File: config.mk
export PLATFORM = sky130hd
export DESIGN_NAME = queue_prog_flat
export DESIGN_NICKNAME = d
export VERILOG_FILES = /design/src/rtl/queue_prog_pkg.sv /design/src/rtl/queue_prog_if.sv /design/src/rtl/queue_prog_mem.sv /design/src/rtl/queue_prog.sv /design/src/flat_wrapper.sv
export SDC_FILE = /design/constraint.sdc
export NUM_CORES = 1
export LEC_CHECK = 0
export CORE_MARGIN = 2
export CORE_UTILIZATION = 36
export CTS_CLUSTER_DIAMETER = 30
export DETAILED_ROUTE_END_ITERATION = 8
export PLACE_DENSITY = 0.61
export SETUP_SLACK_MARGIN = 0.5
export SYNTH_ARGS = -nofsm -noshare
export SYNTH_HDL_FRONTEND = slang
export SYNTH_SLANG_ARGS = --single-unit
File: constraint.sdc
create_clock -name clk -period 5.9 [get_ports clk]
set_input_delay 0.59 -clock clk [delete_from_list [all_inputs] [get_ports clk]]
set_output_delay 0.59 -clock clk [all_outputs]
set_load 0.05 [all_outputs]
File: src/rtl/queue_prog_pkg.sv
// ============================================================================
// Module      : queue_prog_pkg
// Description : Shared constants and helpers for the queue_prog FIFO.
// Revision    : 1.0 - initial release
// ============================================================================
`default_nettype none

package queue_prog_pkg;

    localparam int MODE_STD  = 0;
    localparam int MODE_FWFT = 1;

    function automatic int depth_of(input int addr_width);
        return 1 << addr_width;
    endfunction

    function automatic bit params_legal(input int ae_level, input int af_level, input int depth);
        return (ae_level < af_level) && (af_level <= depth);
    endfunction

endpackage

`default_nettype wire

File: src/rtl/queue_prog_if.sv
// ============================================================================
// Module      : queue_prog_if
// Description : Push/pop/status bundle between a producer-consumer and the FIFO.
// Revision    : 1.0 - initial release
// ============================================================================
`default_nettype none

interface queue_prog_if #(
    parameter int DATA_WIDTH = 32,
    parameter int ADDR_WIDTH = 3
);
    logic                  flush_IN;
    logic                  pushReq_IN;
    logic [DATA_WIDTH-1:0] data_IN;
    logic                  popReq_IN;
    logic [DATA_WIDTH-1:0] data_OUT;
    logic                  popValid_OUT;
    logic                  emptyFlag_OUT;
    logic                  fullFlag_OUT;
    logic                  almostFull_OUT;
    logic                  almostEmpty_OUT;
    logic [ADDR_WIDTH:0]   count_OUT;
    logic                  overflow_OUT;
    logic                  underflow_OUT;

    modport master (
        output flush_IN, pushReq_IN, data_IN, popReq_IN,
        input  data_OUT, popValid_OUT, emptyFlag_OUT, fullFlag_OUT,
               almostFull_OUT, almostEmpty_OUT, count_OUT, overflow_OUT, underflow_OUT
    );

    modport slave (
        input  flush_IN, pushReq_IN, data_IN, popReq_IN,
        output data_OUT, popValid_OUT, emptyFlag_OUT, fullFlag_OUT,
               almostFull_OUT, almostEmpty_OUT, count_OUT, overflow_OUT, underflow_OUT
    );
endinterface

`default_nettype wire

File: src/rtl/queue_prog_mem.sv
// ============================================================================
// Module      : queue_mem
// Description : DEPTH x DATA_WIDTH register array, sync write, async read.
// Revision    : 1.0 - initial release
// ============================================================================
`default_nettype none

module queue_mem #(
    parameter int DATA_WIDTH = 32,
    parameter int ADDR_WIDTH = 3
) (
    input  wire logic                  clk,
    input  wire logic                  i_we,
    input  wire logic [ADDR_WIDTH-1:0] i_waddr,
    input  wire logic [DATA_WIDTH-1:0] i_wdata,
    input  wire logic [ADDR_WIDTH-1:0] i_raddr,
    output      logic [DATA_WIDTH-1:0] o_rdata
);
    logic [DATA_WIDTH-1:0] r_mem [(1 << ADDR_WIDTH)];

    always_ff @(posedge clk) begin
        if (i_we) begin
            r_mem[i_waddr] <= i_wdata;
        end
    end

    assign o_rdata = r_mem[i_raddr];
endmodule

`default_nettype wire

File: src/rtl/queue_prog.sv
// ============================================================================
// Module      : queue_prog
// Description : Circular FIFO, standard or FWFT output, programmable flags.
// Revision    : 1.0 - initial release
// ============================================================================
`default_nettype none

module queue_prog
    import queue_prog_pkg::*;
#(
    parameter int DATA_WIDTH = 32,
    parameter int ADDR_WIDTH = 3,
    parameter int FWFT       = MODE_STD,
    parameter int AF_LEVEL   = depth_of(ADDR_WIDTH) - 1,
    parameter int AE_LEVEL   = 1
) (
    input  wire logic    clk,
    input  wire logic    reset,
    queue_prog_if.slave  bus
);
    localparam int DEPTH = depth_of(ADDR_WIDTH);
    localparam logic [ADDR_WIDTH:0]   c_depth   = (ADDR_WIDTH+1)'(DEPTH);
    localparam logic [ADDR_WIDTH:0]   c_af      = (ADDR_WIDTH+1)'(AF_LEVEL);
    localparam logic [ADDR_WIDTH:0]   c_ae      = (ADDR_WIDTH+1)'(AE_LEVEL);
    localparam logic [ADDR_WIDTH:0]   c_cnt_one = (ADDR_WIDTH+1)'(1);
    localparam logic [ADDR_WIDTH-1:0] c_ptr_one = ADDR_WIDTH'(1);

    if (!params_legal(AE_LEVEL, AF_LEVEL, DEPTH)) begin : g_bad_params
        $error("queue_prog: parameters must satisfy AE_LEVEL < AF_LEVEL <= DEPTH");
    end

    logic [ADDR_WIDTH-1:0] r_head;
    logic [ADDR_WIDTH-1:0] r_tail;
    logic [ADDR_WIDTH:0]   r_count;
    logic                  r_overflow;
    logic                  r_underflow;
    logic                  w_empty;
    logic                  w_full;
    logic                  w_pop_acc;
    logic                  w_push_acc;
    logic                  w_bypass;
    logic                  w_push_drop;
    logic                  w_pop_drop;
    logic [DATA_WIDTH-1:0] w_head_data;

    assign w_empty     = (r_count == '0);
    assign w_full      = (r_count == c_depth);
    // Flush masks every request, so nothing it overlaps can move state or raise errors.
    assign w_pop_acc   = bus.popReq_IN && !w_empty && !bus.flush_IN;
    assign w_bypass    = (FWFT == MODE_STD) && w_empty && bus.pushReq_IN
                         && bus.popReq_IN && !bus.flush_IN;
    assign w_push_acc  = bus.pushReq_IN && (!w_full || w_pop_acc) && !w_bypass && !bus.flush_IN;
    assign w_push_drop = bus.pushReq_IN && w_full && !w_pop_acc && !bus.flush_IN;
    assign w_pop_drop  = bus.popReq_IN && w_empty && !w_bypass && !bus.flush_IN;

    queue_mem #(
        .DATA_WIDTH (DATA_WIDTH),
        .ADDR_WIDTH (ADDR_WIDTH)
    ) u_mem (
        .clk     (clk),
        .i_we    (w_push_acc),
        .i_waddr (r_tail),
        .i_wdata (bus.data_IN),
        .i_raddr (r_head),
        .o_rdata (w_head_data)
    );

    always_ff @(posedge clk or negedge reset) begin
        if (!reset) begin
            r_head      <= '0;
            r_tail      <= '0;
            r_count     <= '0;
            r_overflow  <= 1'b0;
            r_underflow <= 1'b0;
        end else if (bus.flush_IN) begin
            r_head      <= '0;
            r_tail      <= '0;
            r_count     <= '0;
            r_overflow  <= 1'b0;
            r_underflow <= 1'b0;
        end else begin
            if (w_push_acc) r_tail <= r_tail + c_ptr_one;
            if (w_pop_acc)  r_head <= r_head + c_ptr_one;
            if (w_push_acc && !w_pop_acc)      r_count <= r_count + c_cnt_one;
            else if (!w_push_acc && w_pop_acc) r_count <= r_count - c_cnt_one;
            if (w_push_drop) r_overflow  <= 1'b1;
            if (w_pop_drop)  r_underflow <= 1'b1;
        end
    end

    if (FWFT == MODE_STD) begin : g_std
        logic [DATA_WIDTH-1:0] r_data_out;
        logic                  r_pop_valid;

        always_ff @(posedge clk or negedge reset) begin
            if (!reset) begin
                r_data_out  <= '0;
                r_pop_valid <= 1'b0;
            end else if (bus.flush_IN) begin
                r_pop_valid <= 1'b0;
            end else if (w_bypass) begin
                r_data_out  <= bus.data_IN;
                r_pop_valid <= 1'b1;
            end else if (w_pop_acc) begin
                r_data_out  <= w_head_data;
                r_pop_valid <= 1'b1;
            end else begin
                r_pop_valid <= 1'b0;
            end
        end

        assign bus.data_OUT     = r_data_out;
        assign bus.popValid_OUT = r_pop_valid;
    end else begin : g_fwft
        assign bus.data_OUT     = w_head_data;
        assign bus.popValid_OUT = !w_empty;
    end

    assign bus.emptyFlag_OUT   = w_empty;
    assign bus.fullFlag_OUT    = w_full;
    assign bus.almostFull_OUT  = (r_count >= c_af);
    assign bus.almostEmpty_OUT = (r_count <= c_ae);
    assign bus.count_OUT       = r_count;
    assign bus.overflow_OUT    = r_overflow;
    assign bus.underflow_OUT   = r_underflow;
endmodule

`default_nettype wire
File: src/flat_wrapper.sv
// flat-port wrapper written by rule: the top's interface ports become plain ports
module queue_prog_flat import queue_prog_pkg::*;
#(
    parameter int DATA_WIDTH = 32,
    parameter int ADDR_WIDTH = 3,
    parameter int FWFT       = MODE_STD,
    parameter int AF_LEVEL   = depth_of(ADDR_WIDTH) - 1,
    parameter int AE_LEVEL   = 1
)
  (clk, reset, bus_flush_IN, bus_pushReq_IN, bus_data_IN, bus_popReq_IN, bus_data_OUT, bus_popValid_OUT, bus_emptyFlag_OUT, bus_fullFlag_OUT, bus_almostFull_OUT, bus_almostEmpty_OUT, bus_count_OUT, bus_overflow_OUT, bus_underflow_OUT);
  queue_prog_if #(.DATA_WIDTH(DATA_WIDTH), .ADDR_WIDTH(ADDR_WIDTH)) bus_i ();
  input  wire logic clk;
  input  wire logic reset;
  input wire logic [$bits(bus_i.flush_IN)-1:0] bus_flush_IN;
  input wire logic [$bits(bus_i.pushReq_IN)-1:0] bus_pushReq_IN;
  input wire logic [$bits(bus_i.data_IN)-1:0] bus_data_IN;
  input wire logic [$bits(bus_i.popReq_IN)-1:0] bus_popReq_IN;
  output wire logic [$bits(bus_i.data_OUT)-1:0] bus_data_OUT;
  output wire logic [$bits(bus_i.popValid_OUT)-1:0] bus_popValid_OUT;
  output wire logic [$bits(bus_i.emptyFlag_OUT)-1:0] bus_emptyFlag_OUT;
  output wire logic [$bits(bus_i.fullFlag_OUT)-1:0] bus_fullFlag_OUT;
  output wire logic [$bits(bus_i.almostFull_OUT)-1:0] bus_almostFull_OUT;
  output wire logic [$bits(bus_i.almostEmpty_OUT)-1:0] bus_almostEmpty_OUT;
  output wire logic [$bits(bus_i.count_OUT)-1:0] bus_count_OUT;
  output wire logic [$bits(bus_i.overflow_OUT)-1:0] bus_overflow_OUT;
  output wire logic [$bits(bus_i.underflow_OUT)-1:0] bus_underflow_OUT;
  assign bus_i.flush_IN = bus_flush_IN;
  assign bus_i.pushReq_IN = bus_pushReq_IN;
  assign bus_i.data_IN = bus_data_IN;
  assign bus_i.popReq_IN = bus_popReq_IN;
  assign bus_data_OUT = bus_i.data_OUT;
  assign bus_popValid_OUT = bus_i.popValid_OUT;
  assign bus_emptyFlag_OUT = bus_i.emptyFlag_OUT;
  assign bus_fullFlag_OUT = bus_i.fullFlag_OUT;
  assign bus_almostFull_OUT = bus_i.almostFull_OUT;
  assign bus_almostEmpty_OUT = bus_i.almostEmpty_OUT;
  assign bus_count_OUT = bus_i.count_OUT;
  assign bus_overflow_OUT = bus_i.overflow_OUT;
  assign bus_underflow_OUT = bus_i.underflow_OUT;
  queue_prog #(.DATA_WIDTH(DATA_WIDTH), .ADDR_WIDTH(ADDR_WIDTH), .FWFT(FWFT), .AF_LEVEL(AF_LEVEL), .AE_LEVEL(AE_LEVEL)) u_core (.clk(clk), .reset(reset), .bus(bus_i));
endmodule
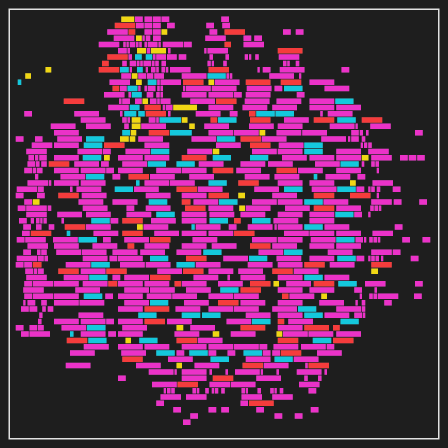
**Above:** cells by drive strength.
| colour | size | cells | share |
|---|---|---|---|
| yellow | drive 3 to 4 | 36 | 4.6% |
| red | drive 6 and up | 82 | 10% |
| cyan | drive 2 | 83 | 11% |
| magenta | drive 1 or less | 581 | 74% |

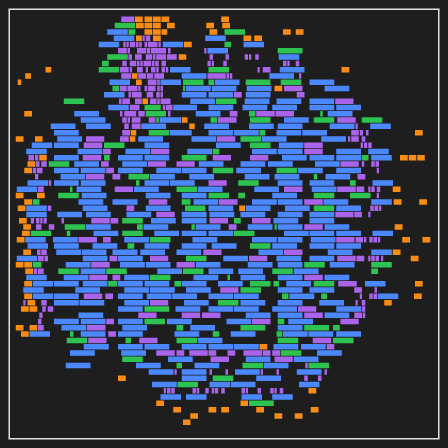
**Above:** cells coloured by class.
| colour | class | cells |
|---|---|---|
| blue | flip-flops | 301 |
| orange | other buffers and delay cells | 91 |
| purple | all other logic | 280 |
| green | clock drivers and dummy loads | 110 |
Site Rows: 66
post-route standard cell area excluding fillers: 15,100 um2
utilization after layout: 0.467

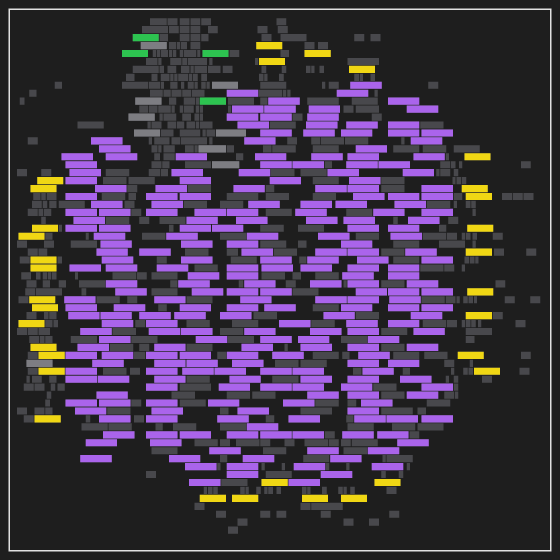
**Above:** sequential cells grouped by signal name.
Other sequential cells in the stronger grey, the rest of the logic in the fainter grey.
| colour | name in the netlist | placed flops |
|---|---|---|
| yellow | `u_core.bus.data_OUT` | 32 |
| green | `u_core.bus.count_OUT` | 4 |
| purple | `u_core.u_mem.r_mem` | 256 |
not coloured: 9

==> Slide: Implementation Results <==
Physical Implementation Snapshot

Run status
  • Result of the run: finished clean

Drt
  • Total vias in the final route: a little under 6,000
  • Amount of wire on met2 after detailed routing: 10,900 um
  • TritonRoute pass-1 iters: 5
  • Met3 layer wire length in the routed design: 1180 um
  • WL per Instance: between 15 and 20 um
  • Vias per std cell: 4.85

Floorplan
  • Area of the die: roughly 34,000 um2
  • Standard cell core area: roughly 32,000 um2
  • Taps Inserted: roughly 440
  • Width of the chip: between 150 and 200 um
  • Die height: about 180 um

Layout
  • Multi-input gates: approximately 270
  • Top library cells by usage in the layout, fill and taps aside: edfxtp_1 (256), clkdlybuf4s50_1 (78), mux4_2 (64)
  • Area used by sequential logic in the layout: 8820 um2
  • Flip-flop count of the largest register after layout: about 260
  • Number of diodes: 0
  • Non-clock buffers: around 90
  • Fraction of area in multi-input gates: 0.187
  • Share of cell area taken by flip-flops and latches: 0.583
  • Combinational cell area excluding buffers and inverters: around 2800 um2
  • Most instantiated logic cell after routing: edfxtp_1
  • NonClk Buf Share: 0.0579
  • Number of non-clock inverters: 6
  • Final std cells w/o fill: between 1,000 and 1,500
  • Layout cells sized above 1: 0.257
  • Biggest Area Class: registers
  • Final nets: about 780

Yosys
  • Share of the yosys chip area belonging to registers: 0.748
  • Yosys stat area: ~12,000 um2
  • Synthesized area per cell: 19.2 um2
  • Most numerous cell types in the synthesized netlist: edfxtp_1 (256), mux4_2 (64), o21ai_0 (53)
  • Cell Area, Synth: between 10,000 and 15,000 um2
  • And-or/or-and share of the synthesized area: 0.0342
  • Yosys reg bits: ~300
  • Multiplexer share: 0.156
  • Cell type contributing the most total cell area after synthesis: edfxtp_1
  • Post-Syn Nets: about 660
  • Number of distinct library cells after synthesis: 37
  • AND/OR/NAND/NOR Cells, Area Fraction: 0.0331

Worst hold path
  • Worst hold path type: input port to async pin

Power
  • Total net switching power: 2.32 mW
  • Power in sequential cells: ~2.6 mW
  • Switching part of the total: 0.303
  • Leakage power summed over all cells: between 4 and 5 nW

Final timing
  • Post-Route Hold Slack: roughly 0.15 ns
  • Highest Clock Rate: 307 MHz
  • Worst slew slack as a fraction of its limit: 0.284
  • Setup violations, final: 0
  • Final number of max-transition violations: 0
  • Transition time at the pin with the least slew margin: 1.07 ns
  • Final worst slack: around 2.6 ns
  • Final critical-path share of the clock period: 0.552

Clock network
  • Late-Pin Clk Latency: ~0.57 ns
  • Clk pin slew, worst setup/hold paths: around 0.050 ns
  • Root Driver: clkbuf_16
  • Number of buffers inserted for hold repair after clock tree synthesis: 0
  • # clock sinks: between 300 and 400

GRT
  • Busiest layer in global routing: met2
  • Vias in the first global route: approximately 6,400
  • GRT Overall Usage: 0.135
  • Initial antenna violation count: 0
  • Total gr overflow: 0
  • Met1 Resource Use GR: 0.179
  • Pin count of the biggest net entering global routing: 54

Worst setup path
  • Crit Path Category: input port to register
  • Critical path destination: u_core.u_mem.r_mem[3][23]
  • Slowest CP cell: nor2_4
  • Number of cells on the critical path: 7
  • Crit path launch type: input port
  • Category of cells accounting for the largest share of critical-path delay: simple AND/OR/NAND/NOR gates
  • Worst flop-to-flop path endpoint: u_core.u_mem.r_mem[3][23]
  • Maximum net fanout on the critical path: 32
  • Worst setup startpoint: bus_flush_IN
  • CP peak stage delay: ~0.87 ns
  • Sum of buffers and inverters on the critical path: 2
  • Data arrival time of the critical path: 3.42 ns
  • CP endpoint kind: register

Placement
  • Final weighted congestion of routability-driven global placement: 0.756
  • Placed insts: approximately 1,100
  • Count of port buffers added during placement: roughly 79
  • DP HPWL: about 13,000 um

Flow run
  • Number of logged tool warnings: 29
  • Max-capacitance violation count: 0
Power and IR drop assume default switching activity.
